### src/rtl/mux4_scan_ctrl.sv
// Scan sequencer for a 4:1 mux: steps the select over enabled channels and
// dwells on each one. It samples the mux output into a 4-bit frame and pulses frame_valid when the frame is done.
module mux4_scan_ctrl #(
  parameter int DWELL = 2,
  parameter int CW    = 8
) (
  input  logic       clk,
  input  logic       rst,
  input  logic       start,
  input  logic       cont,
  input  logic       stop,
  input  logic [3:0] mask,
  input  logic       z,
  output logic [1:0] sel,
  output logic       busy,
  output logic [3:0] frame,
  output logic       frame_valid
);

  typedef enum logic {IDLE, SCAN} state_t;

  state_t          r_state, w_state;
  logic [1:0]      r_sel, w_sel;
  logic [CW-1:0]   r_cnt, w_cnt;
  logic [3:0]      r_mask, w_mask;
  logic            r_cont, w_cont;
  logic [3:0]      r_acc, w_acc;
  logic [3:0]      r_frame, w_frame;
  logic            r_fv, w_fv;
  logic [3:0]      w_samp;

  function automatic logic [1:0] f_lowest(input logic [3:0] m);
    logic [1:0] res;
    res = 2'd0;
    for (int i = 3; i >= 0; i--)
      if (m[i]) res = 2'(i);
    return res;
  endfunction

  // Lowest enabled channel strictly above cur; cur itself if none.
  function automatic logic [1:0] f_next(input logic [3:0] m, input logic [1:0] cur);
    logic [1:0] res;
    res = cur;
    for (int i = 3; i >= 0; i--)
      if (m[i] && (i > int'(cur))) res = 2'(i);
    return res;
  endfunction

  function automatic logic f_is_last(input logic [3:0] m, input logic [1:0] cur);
    logic res;
    res = 1'b1;
    for (int i = 0; i < 4; i++)
      if (m[i] && (i > int'(cur))) res = 1'b0;
    return res;
  endfunction

  always_comb begin
    w_state = r_state;
    w_sel   = r_sel;
    w_cnt   = r_cnt;
    w_mask  = r_mask;
    w_cont  = r_cont;
    w_acc   = r_acc;
    w_frame = r_frame;
    w_fv    = 1'b0;
    w_samp  = r_acc;
    w_samp[r_sel] = z;
    case (r_state)
      IDLE: begin
        if (start && (mask != 4'd0)) begin
          w_mask  = mask;
          w_cont  = cont && !stop;
          w_acc   = 4'd0;
          w_sel   = f_lowest(mask);
          w_cnt   = '0;
          w_state = SCAN;
        end
      end
      SCAN: begin
        if (stop) w_cont = 1'b0;
        if (r_cnt == CW'(DWELL - 1)) begin
          w_cnt = '0;
          if (f_is_last(r_mask, r_sel)) begin
            w_frame = w_samp;
            w_fv    = 1'b1;
            if (r_cont && !stop) begin
              w_acc = 4'd0;
              w_sel = f_lowest(r_mask);
            end else begin
              w_acc   = w_samp;
              w_state = IDLE;
            end
          end else begin
            w_acc = w_samp;
            w_sel = f_next(r_mask, r_sel);
          end
        end else begin
          w_cnt = r_cnt + 1'b1;
        end
      end
      default: w_state = IDLE;
    endcase
  end

  always_ff @(posedge clk) begin
    if (rst) begin
      r_state <= IDLE;
      r_sel   <= 2'd0;
      r_cnt   <= '0;
      r_mask  <= 4'd0;
      r_cont  <= 1'b0;
      r_acc   <= 4'd0;
      r_frame <= 4'd0;
      r_fv    <= 1'b0;
    end else begin
      r_state <= w_state;
      r_sel   <= w_sel;
      r_cnt   <= w_cnt;
      r_mask  <= w_mask;
      r_cont  <= w_cont;
      r_acc   <= w_acc;
      r_frame <= w_frame;
      r_fv    <= w_fv;
    end
  end

  assign sel         = r_sel;
  assign busy        = (r_state == SCAN);
  assign frame       = r_frame;
  assign frame_valid = r_fv;

endmodule

### config.mk
export PLATFORM = sky130hd
export DESIGN_NAME = mux4_scan_ctrl
export DESIGN_NICKNAME = d
export VERILOG_FILES = /design/src/rtl/mux4_scan_ctrl.sv
export SDC_FILE = /design/constraint.sdc
export NUM_CORES = 1
export LEC_CHECK = 0
export ABC_AREA = 1
export CAP_MARGIN = 20
export CORE_MARGIN = 3
export CORE_UTILIZATION = 35
export CTS_CLUSTER_SIZE = 16
export DETAILED_ROUTE_END_ITERATION = 12
export PLACE_DENSITY = 0.56
export SYNTH_ARGS = -nofsm -noshare
export SYNTH_HDL_FRONTEND = slang
export SYNTH_SLANG_ARGS = --single-unit
### constraint.sdc
create_clock -name clk -period 1.8 [get_ports clk]
set_clock_uncertainty 0.05 [all_clocks]
set_input_delay 0.45 -clock clk [delete_from_list [all_inputs] [get_ports clk]]
set_output_delay 0.45 -clock clk [all_outputs]
set_load 0.005 [all_outputs]
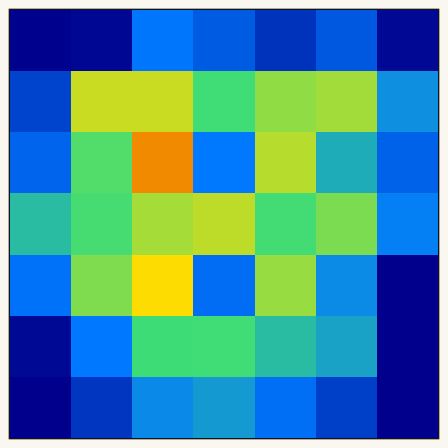
(run_1/util_map.png)
The die is cut into 7 by 7 equal tiles; dark blue is low, red is high, 0 to 100% covered.
densest ninth of the die	middle
nearly empty tiles	16%
tiles over 75% full	2.0%
emptiest ninth of the die	bottom right
mean over tiles	34%
Post-Route Utilization: 0.457
Core Util at FP: 0.375

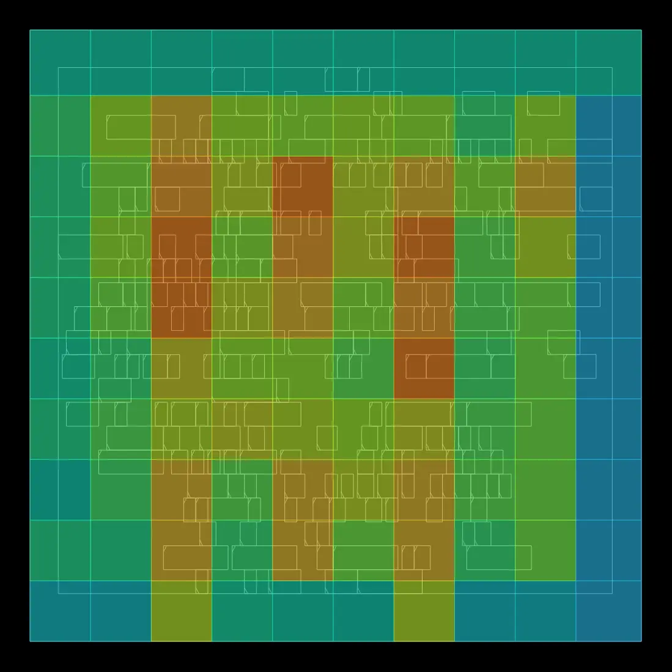
(run_1/congestion_map.png)
global routing usage on met1: 0.172
gr busiest metal: met2

==> metrics.log, run 1 <==
[flow] summary of implementation run
INFO  metric postSynthRegisterBits = 25
INFO  metric dp_hpwl = 2.29 mm
INFO  metric synthToLayoutAreaGrowth = 21.9%
INFO  metric r2r-start = r_cnt[0]$_SDFFE_PP0P_
INFO  metric drc_errors = 0
INFO  metric synth-warning-count = 0
INFO  metric outcome = finished, final reports clean
INFO  metric worstPathBufferInverterCount = 1
INFO  metric hold_start = frame[3]$_SDFFE_PP0P_
INFO  metric drt-wirelength-per-cell = 10.9 um
INFO  metric critical_path.cell_chain = clkdlybuf4s50_1
INFO  metric netlist.area_leader.share = 0.354
INFO  metric synth.lib_cells_used.distinct = 27
INFO  metric cts_htree_levels = 1
INFO  metric core = 3770 um^2
INFO  metric placed_insts = 268
INFO  metric gpl.final_weighted_congestion = 0.797
INFO  metric clock-sinks = 25
INFO  metric post-synth-top-count-cell = nand2_1
INFO  metric critical_path.endpoint = sel[0]
INFO  metric ir_drop = 447 uV
INFO  metric cts-root-to-sink-buffers = 2
INFO  metric period_minus_slack = 1.68 ns
INFO  metric synth.yosys.num_cells = 198
INFO  metric synth_area_per_cell = between 7 and 8 um^2
INFO  metric yosys.stat.chipArea = between 1000 and 1500 um^2
INFO  metric pwr_density_cell = about 700 nW/um^2
INFO  metric num_vias = 1277
INFO  metric setup_slack = 0.123 ns
INFO  metric fp_nets = 210
INFO  metric crit_path_max_fanout = 5
INFO  metric worst_hold_path.num_cells = 2
INFO  metric fin_worst_hold_slack = 0.423 ns
INFO  metric chipWidth = 69.6 um
INFO  metric critical_path_arrival = 1.18 ns
INFO  metric ff_type = dfxtp_1
INFO  metric floorplan.rows = 22
INFO  metric timing.reg2reg.setup_slack = 0.44 ns
INFO  metric postRouteWirelength = 2.98 mm
INFO  metric drv_slew = 0
INFO  metric timing.final.setup_violations = 0
INFO  metric post-route-period-util = 0.932
INFO  metric finish.net_count = 237
INFO  metric start_kind = flop
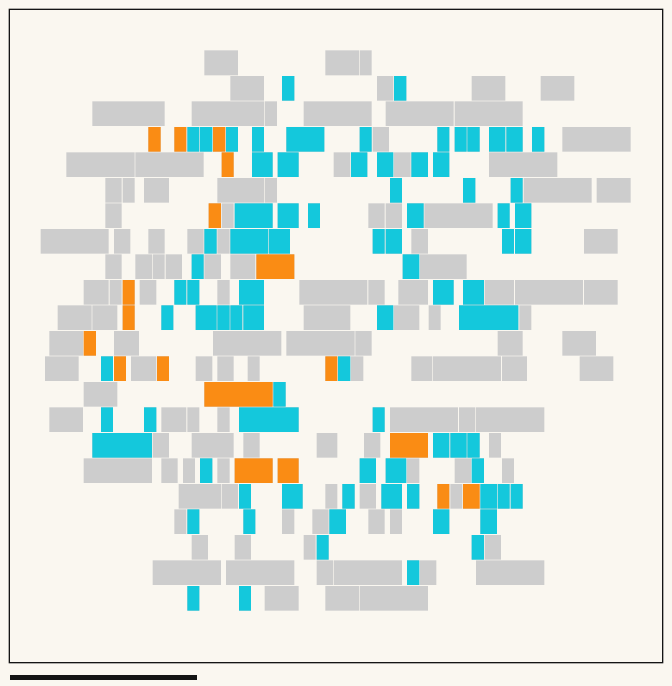
(run_1/gates.png)
The bar under the picture is 20 um long.
family	color	cells	most used
nor cells	orange	18	nor2_1
nand cells	cyan	83	nand2_1
number of standard cells in the final layout excluding fillers: 272
combinational share of cell area: 0.444

-- run 1: state kept, by name, summed over array words and instances (netlist names) --
register	flops
r_cnt	8
frame	4
r_acc	4
r_mask	4
sel	2
busy	1
frame_valid	1
r_cont	1
-- run 1: layout make-up --
class                      instances  area (um^2)
tap                               48         60.1
sequential                        25          503
clock buffer                       4         45.0
timing repair buffer              26          238
fill                             398         2050
multi-input combinational        142          766
inverter                          27          111
-- run 1: power by group --
group	internal [mW]	switching [mW]	total (mW)	leakage [nW]
clock	0.159	0.183	0.342	0.0228
combinational	0.114	0.156	0.270	0.477
sequential	0.576	0.0228	0.599	0.204
-- run 1: cell families (layout without fill, tap and decap cells) --
| family | Yosys count | after routing | share of synthesized area |
|---|---|---|---|
| AND-OR/OR-AND | 39 | 39 | 0.142 |
| adder cells (fa/ha/maj) | 2 | 2 | 0.0177 |
| AND/OR/NAND/NOR | 101 | 101 | 0.382 |
| buffers and inverters | 31 | 57 | 0.104 |
| flip-flops | 25 | 25 | 0.354 |
-- run 1: routing by layer --
metal | up-vias | share of wire
li1 | 698 | -
met1 | 554 | 0.52
met2 | 20 | 0.43
met3 | 5 | 0.036
met4 | 0 | 0.011
met5 | - | 0
-- run 1: timing repair --
action | in CTS | in global routing
setup buffers | 0 | 0
resized | 0 | 2
endpoints found under the setup margin | 0 | 2
-- run 1: cell usage in the layout (no fill, tap or decap), drive strengths merged, types with 2 or more instances in the layout --
| cell | instances |
|---|---|
| a21oi | 19 |
| buf | 9 |
| clkbuf | 4 |
| clkdlybuf4s50 | 17 |
| dfxtp | 25 |
| ha | 2 |
| inv | 26 |
| nand2 | 59 |
| nand3 | 22 |
| nor2 | 17 |
| o21ai | 17 |
==> run_1/layers.png <==
The bar under the picture is 20 um long.
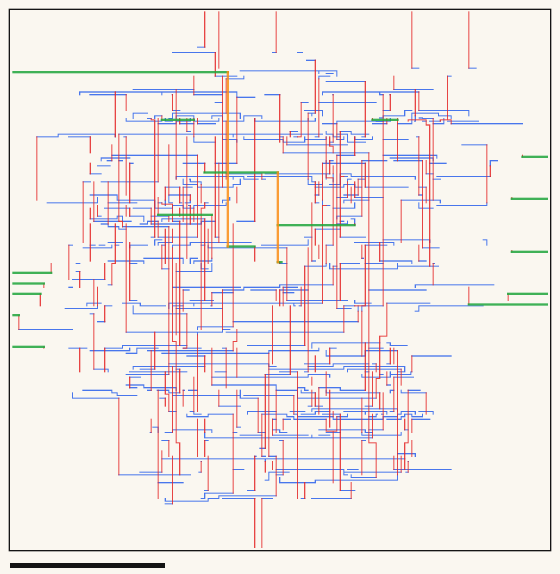

==> run 2: changes to the inputs <==
--- a/config.mk
+++ b/config.mk
@@ -8,10 +8,10 @@
 export ABC_AREA = 1
 export CAP_MARGIN = 20
 export CORE_MARGIN = 3
-export CORE_UTILIZATION = 35
+export CORE_UTILIZATION = 58
 export CTS_CLUSTER_SIZE = 16
 export DETAILED_ROUTE_END_ITERATION = 12
-export PLACE_DENSITY = 0.56
+export PLACE_DENSITY = 0.83
 export SYNTH_ARGS = -nofsm -noshare
 export SYNTH_HDL_FRONTEND = slang
 export SYNTH_SLANG_ARGS = --single-unit
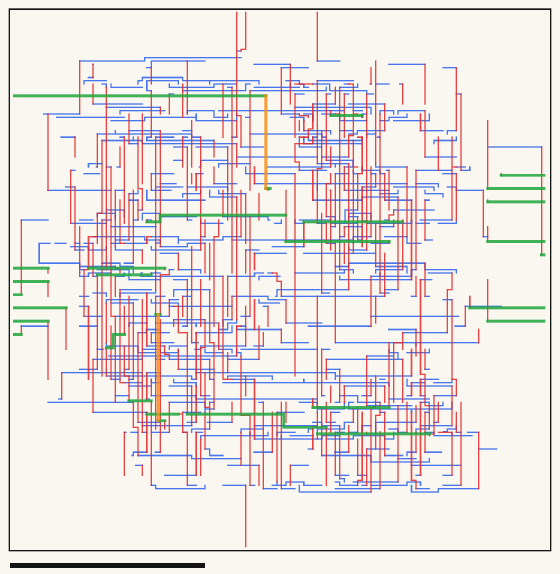
(run_2/layers.png)
The bar under the picture is 20 um long.
layer	color	wire length
M1	blue	1360 um
M3	green	175 um
M2	red	1470 um
M4	orange	20.4 um

==> run 2 against run 1 <==
Effect of this change: clock power is 27% lower; synthesized cell count stayed put; clock-buffer cell count is 1 lower; combinational power is 1% lower; power is 7.7% lower; global-route usage is 7.3 points higher; first-iteration DRC count is 24% lower; sequential power hardly changed; die size is 37% lower; area after synthesis stayed put; via count is 6.0% higher.
==> metrics.log, run 2 <==
[flow] summary of implementation run
INFO  metric outcome = finished, final reports clean
INFO  metric yosys.stat.chipArea = 1410 um^2 (unchanged)
INFO  metric top_power_group = sequential cells
INFO  metric m1WireLength = 1.36 mm (-12%)
INFO  metric crit_path_max_fanout = 5 (unchanged)
INFO  metric pwr.group.clock = 251 uW (-27%)
INFO  metric hold_start = frame[3]$_SDFFE_PP0P_
INFO  metric synth.lib_cells_used.distinct = 27 (unchanged)
INFO  metric regMostFlops = r_cnt
INFO  metric cts-root-to-sink-buffers = 2 (unchanged)
INFO  metric setup_slack = 0.0591 ns (-0.0637 ns)
INFO  metric critical_path.cell_chain = clkdlybuf4s50_1
INFO  metric synthToLayoutAreaGrowth = 17.1%
INFO  metric p_int = 769 uW (-9.4%)
INFO  metric pwr_density_cell = 675 nW/um^2 (-3.9%)
INFO  metric timing.final.setup_violations = 0 (unchanged)
INFO  metric switching_pwr = 349 uW (-3.7%)
INFO  metric floorplan.io_pins = 18
INFO  metric critical_path_arrival = 1.24 ns (+0.06 ns)
INFO  metric chipWidth = 55.4 um (-20%)
INFO  metric power.share.combinational = 0.238 (+0.015)
INFO  metric largest_register_ff_count = 8 (unchanged)
INFO  metric highest_layer = met4
INFO  metric floorplan.rows = 17 (-23%)
INFO  metric initCoreUtil = 0.627 (+0.252)
INFO  metric cts_setup_buffers = 0 (unchanged)
INFO  metric synth.yosys.num_cells = 198 (unchanged)
INFO  metric wl_met2 = 1.47 mm (+13%)
INFO  metric drv_slew = 0 (unchanged)
INFO  metric clock-sinks = 25 (unchanged)
INFO  metric drc_errors = 0 (unchanged)
INFO  metric drt-wirelength-per-cell = 12.3 um (+12%)
INFO  metric r2r-start = r_cnt[1]$_SDFFE_PP0P_
INFO  metric clkPwrFrac = 0.225 (-0.057)
INFO  metric layout_top_cell = nand2_1
INFO  metric postSynthRegisterBits = 25 (unchanged)
INFO  metric fp_nets = 210 (unchanged)
INFO  metric synth-warning-count = 0 (unchanged)
INFO  metric gr_busiest_metal = met2
INFO  metric cts_htree_levels = 1 (unchanged)
INFO  metric core = 2250 um^2 (-40%)
INFO  metric worstPathBufferInverterCount = 1 (unchanged)
INFO  metric post-route-period-util = 0.967 (+0.0354)
INFO  metric dp_hpwl = 2.34 mm (+2.2%)
INFO  metric switching_share = 0.312 (+0.0130)
INFO  metric powerComb = 266 uW (-1%)
INFO  metric globalRouteMet1Util = 0.234 (+0.0620)
INFO  metric num_vias = 1354 (+6.0%)
INFO  metric final_cell_mix = nand2_1 (46), dfxtp_1 (23), a21oi_1 (19), nand3_1 (19)
INFO  metric pwr.group.sequential = 600 uW (about the same)
[run 2: final timing paths]
kind	endpoint	slack (ns)	cells after the start
worst min-delay path	frame[3]$_SDFFE_PP0P_	0.43	2
worst max-delay path	sel[1]	0.06	1
worst max register to register	r_cnt[0]$_SDFFE_PP0P_	0.36	7
worst min register to register	frame[3]$_SDFFE_PP0P_	0.43	2
[run 2: repair_timing]
| action | 4_1_cts | 5_1_grt |
|---|---|---|
| setup endpoints to repair | 2 | 0 |
| resized | 2 | 0 |
| hold buffers | 0 | 0 |
[run 2: logic make-up (layout without fill, tap and decap cells)]
group | count (synthesis) | after routing | share of synthesized area
compound gates | 39 | 39 | 0.142
flops | 25 | 25 | 0.354
fa+ha+maj | 2 | 2 | 0.0177
simple gates | 101 | 101 | 0.382
buf+inv | 31 | 52 | 0.104
[run 2: final cells by class]
class / instances / area [um^2]
Clock buffer: 3 / 22.5
Timing Repair Buffer: 21 / 213
Sequential cell: 25 / 503
Multi-Input combinational cell: 142 / 766
Inverter: 27 / 111
Fill cell: 194 / 599
Clock inverter: 1 / 5.00
Tap cell: 28 / 35.0
[run 2: tightest hold or removal path, delay by kind of cell, from the launching register on]
family	cells	cell delay (ns)
DFF	1	0.33
and+or+nand+nor	2	0.12
[run 2: per-stage QoR]
| stage | setup TNS [ns] | instance area, um^2 | instances | hold slack (ns) | util |
|---|---|---|---|---|---|
| floorplan | 0 | 1410 | 198 | 0.399 | - |
| global placement | 0 | 1630 | 243 | 0.405 | 0.721 |
| detailed placement | -0.146 | 1630 | 243 | 0.415 | 0.721 |
| CTS | 0 | 1660 | 247 | 0.436 | 0.734 |
| global route | 0 | 1660 | 247 | 0.459 | 0.734 |
| finish | 0 | 1660 | 247 | 0.429 | 0.734 |
==> run_2/gates.png <==
The bar under the picture is 20 um long.
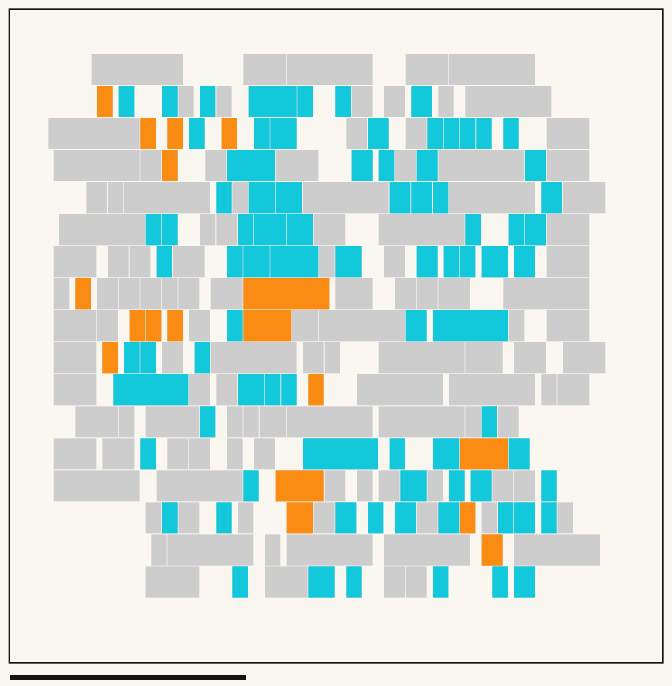

==> run 3: changes to the inputs <==
--- a/config.mk
+++ b/config.mk
@@ -8,10 +8,11 @@
 export ABC_AREA = 1
 export CAP_MARGIN = 20
 export CORE_MARGIN = 3
-export CORE_UTILIZATION = 58
+export CORE_UTILIZATION = 56
 export CTS_CLUSTER_SIZE = 16
 export DETAILED_ROUTE_END_ITERATION = 12
-export PLACE_DENSITY = 0.83
+export DONT_BUFFER_PORTS = 1
+export PLACE_DENSITY = 0.82
 export SYNTH_ARGS = -nofsm -noshare
 export SYNTH_HDL_FRONTEND = slang
 export SYNTH_SLANG_ARGS = --single-unit
==> constraint.sdc (replaced) <==
create_clock -name clk -period 1.45 [get_ports clk]
set_clock_uncertainty 0.05 [all_clocks]
set_input_delay 0.3625 -clock clk [delete_from_list [all_inputs] [get_ports clk]]
set_output_delay 0.3625 -clock clk [all_outputs]
set_load 0.005 [all_outputs]
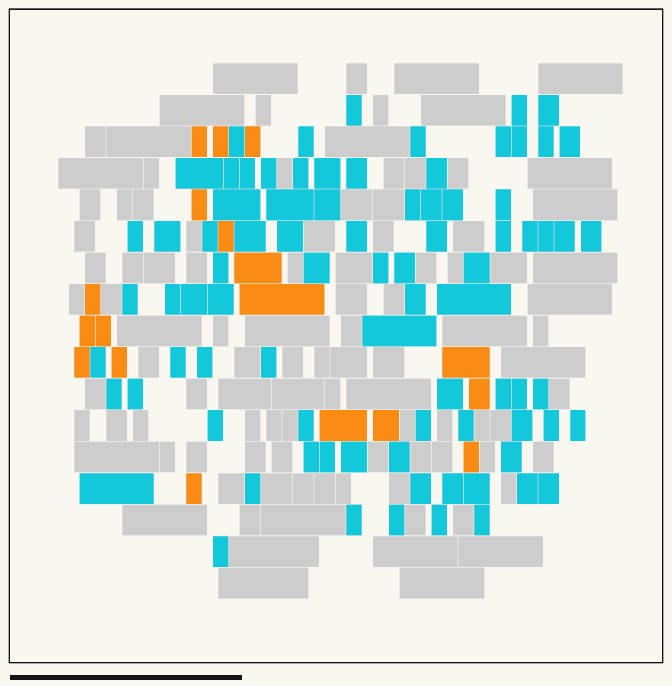
(run_3/gates.png)
The bar under the picture is 20 um long.
family	color	cells	most used
nor cells	orange	18	nor2_1
nand cells	cyan	83	nand2_1
number of standard cells in the final layout excluding fillers: 230
combinational share of cell area: 0.521
most common logic cell in the routed design: nand2_1

==> run 3 against run 2 <==
Effect of this change: clock-buffer cell count is the same; sequential power up 24%; first-iteration DRC count unchanged; sequential share of layout area grew 3.7 points; critical endpoint is now sel[0]$_SDFFE_PP0P_; largest cell class unchanged; non-clock buffer count decreased by 17; sequential cell count is the same.
==> metrics.log, run 3 <==
[flow] summary of implementation run
INFO  metric crit_path_max_fanout = 6 (+1)
INFO  metric cts_htree_levels = 1 (unchanged)
INFO  metric synth-warning-count = 0 (unchanged)
INFO  metric drc_errors = 0 (unchanged)
INFO  metric setup_slack = 0.0962 ns (+0.0371 ns)
INFO  metric floorplan.io_pins = 18 (unchanged)
INFO  metric outcome = finished, final reports clean
INFO  metric core = 2300 um^2 (+1.9%)
INFO  metric setup-tns-final = 0 ns (unchanged)
INFO  metric synth.yosys.num_cells = 198 (unchanged)
INFO  metric chipWidth = 56.2 um (+1.6%)
INFO  metric fp_nets = 210 (unchanged)
INFO  metric clock-sinks = 25 (unchanged)
INFO  metric yosys.stat.chipArea = 1410 um^2 (unchanged)
INFO  metric cts-root-to-sink-buffers = 2 (unchanged)
INFO  metric regMostFlops = r_cnt
INFO  metric m1WireLength = 1.29 mm (-5.7%)
INFO  metric pwr_density_cell = 899 nW/um^2 (+33%)
INFO  metric drt-wirelength-per-cell = 12.2 um (-0.45%)
INFO  metric timing.final.setup_violations = 0 (unchanged)
INFO  metric synthToLayoutAreaGrowth = 4.43%
[run 3: critical path, cell delays in order (launching register included)]
cell and delay, ns:
dfxtp_1 0.47, nand2_2 0.11, nand2_2 0.09, nand2_4 0.07, nor2_8 0.15, nand2_2 0.06
nand2_1 0.06, nand2_1 0.06, nor2_1 0.09, nor2_1 0.05
[run 3: path summary, 6_finish.rpt]
path | startpoint | endpoint | slack (ns) | cells past startpoint
min reg2reg | r_cnt[0]$_SDFFE_PP0P_ | r_cnt[0]$_SDFFE_PP0P_ | 0.43 | 1
max | sel[1]$_SDFFE_PP0P_ | sel[0]$_SDFFE_PP0P_ | 0.1 | 9
min | rst | r_cnt[6]$_SDFFE_PP0P_ | 0.04 | 1
max reg2reg | sel[1]$_SDFFE_PP0P_ | sel[0]$_SDFFE_PP0P_ | 0.1 | 9
[run 3: kinds of logic after synthesis]
kind of cell / share of synthesized area
AND/OR/NAND/NOR: 0.382
buffers and inverters: 0.104
flip-flops: 0.354
AND-OR/OR-AND: 0.142
adder cells (fa/ha/maj): 0.0177
[run 3: area by class of cell]
class / count / area (um^2)
inverter: 27 / 111
clock inverter: 1 / 5.00
tap: 28 / 35.0
multi-input combinational: 142 / 769
sequential: 25 / 503
timing repair buffer: 4 / 30.0
fill: 227 / 821
clock buffer: 3 / 22.5
[run 3: where the power goes]
group | switching [mW] | internal, mW
combinational | 0.181 | 0.0934
sequential | 0.0298 | 0.716
clock | 0.204 | 0.103
total | 0.415 | 0.912
[run 3: metrics by stage]
stage | cell area, um^2 | utilization | hold WS (ns)
floorplan | 1410 | - | 0.399
global placement | 1440 | 0.625 | 0.383
detailed placement | 1440 | 0.625 | 0.386
CTS | 1460 | 0.637 | 0.0314
global route | 1480 | 0.643 | 0.0143
finish | 1480 | 0.643 | 0.0362

==> layout pictures side by side <==
Clock wires, drivers and flops.
shot_01.png
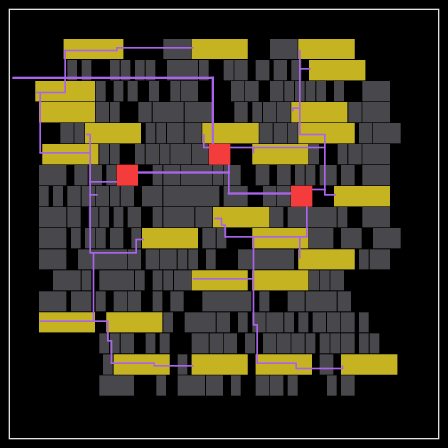
shot_02.png
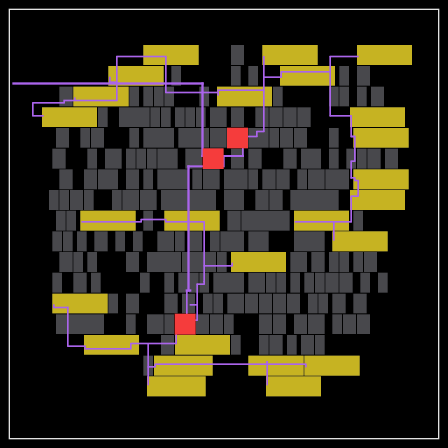
shot_01.png -> run 2
shot_02.png -> run 3

No activity file was given, so power comes from the tool's default toggle rates.
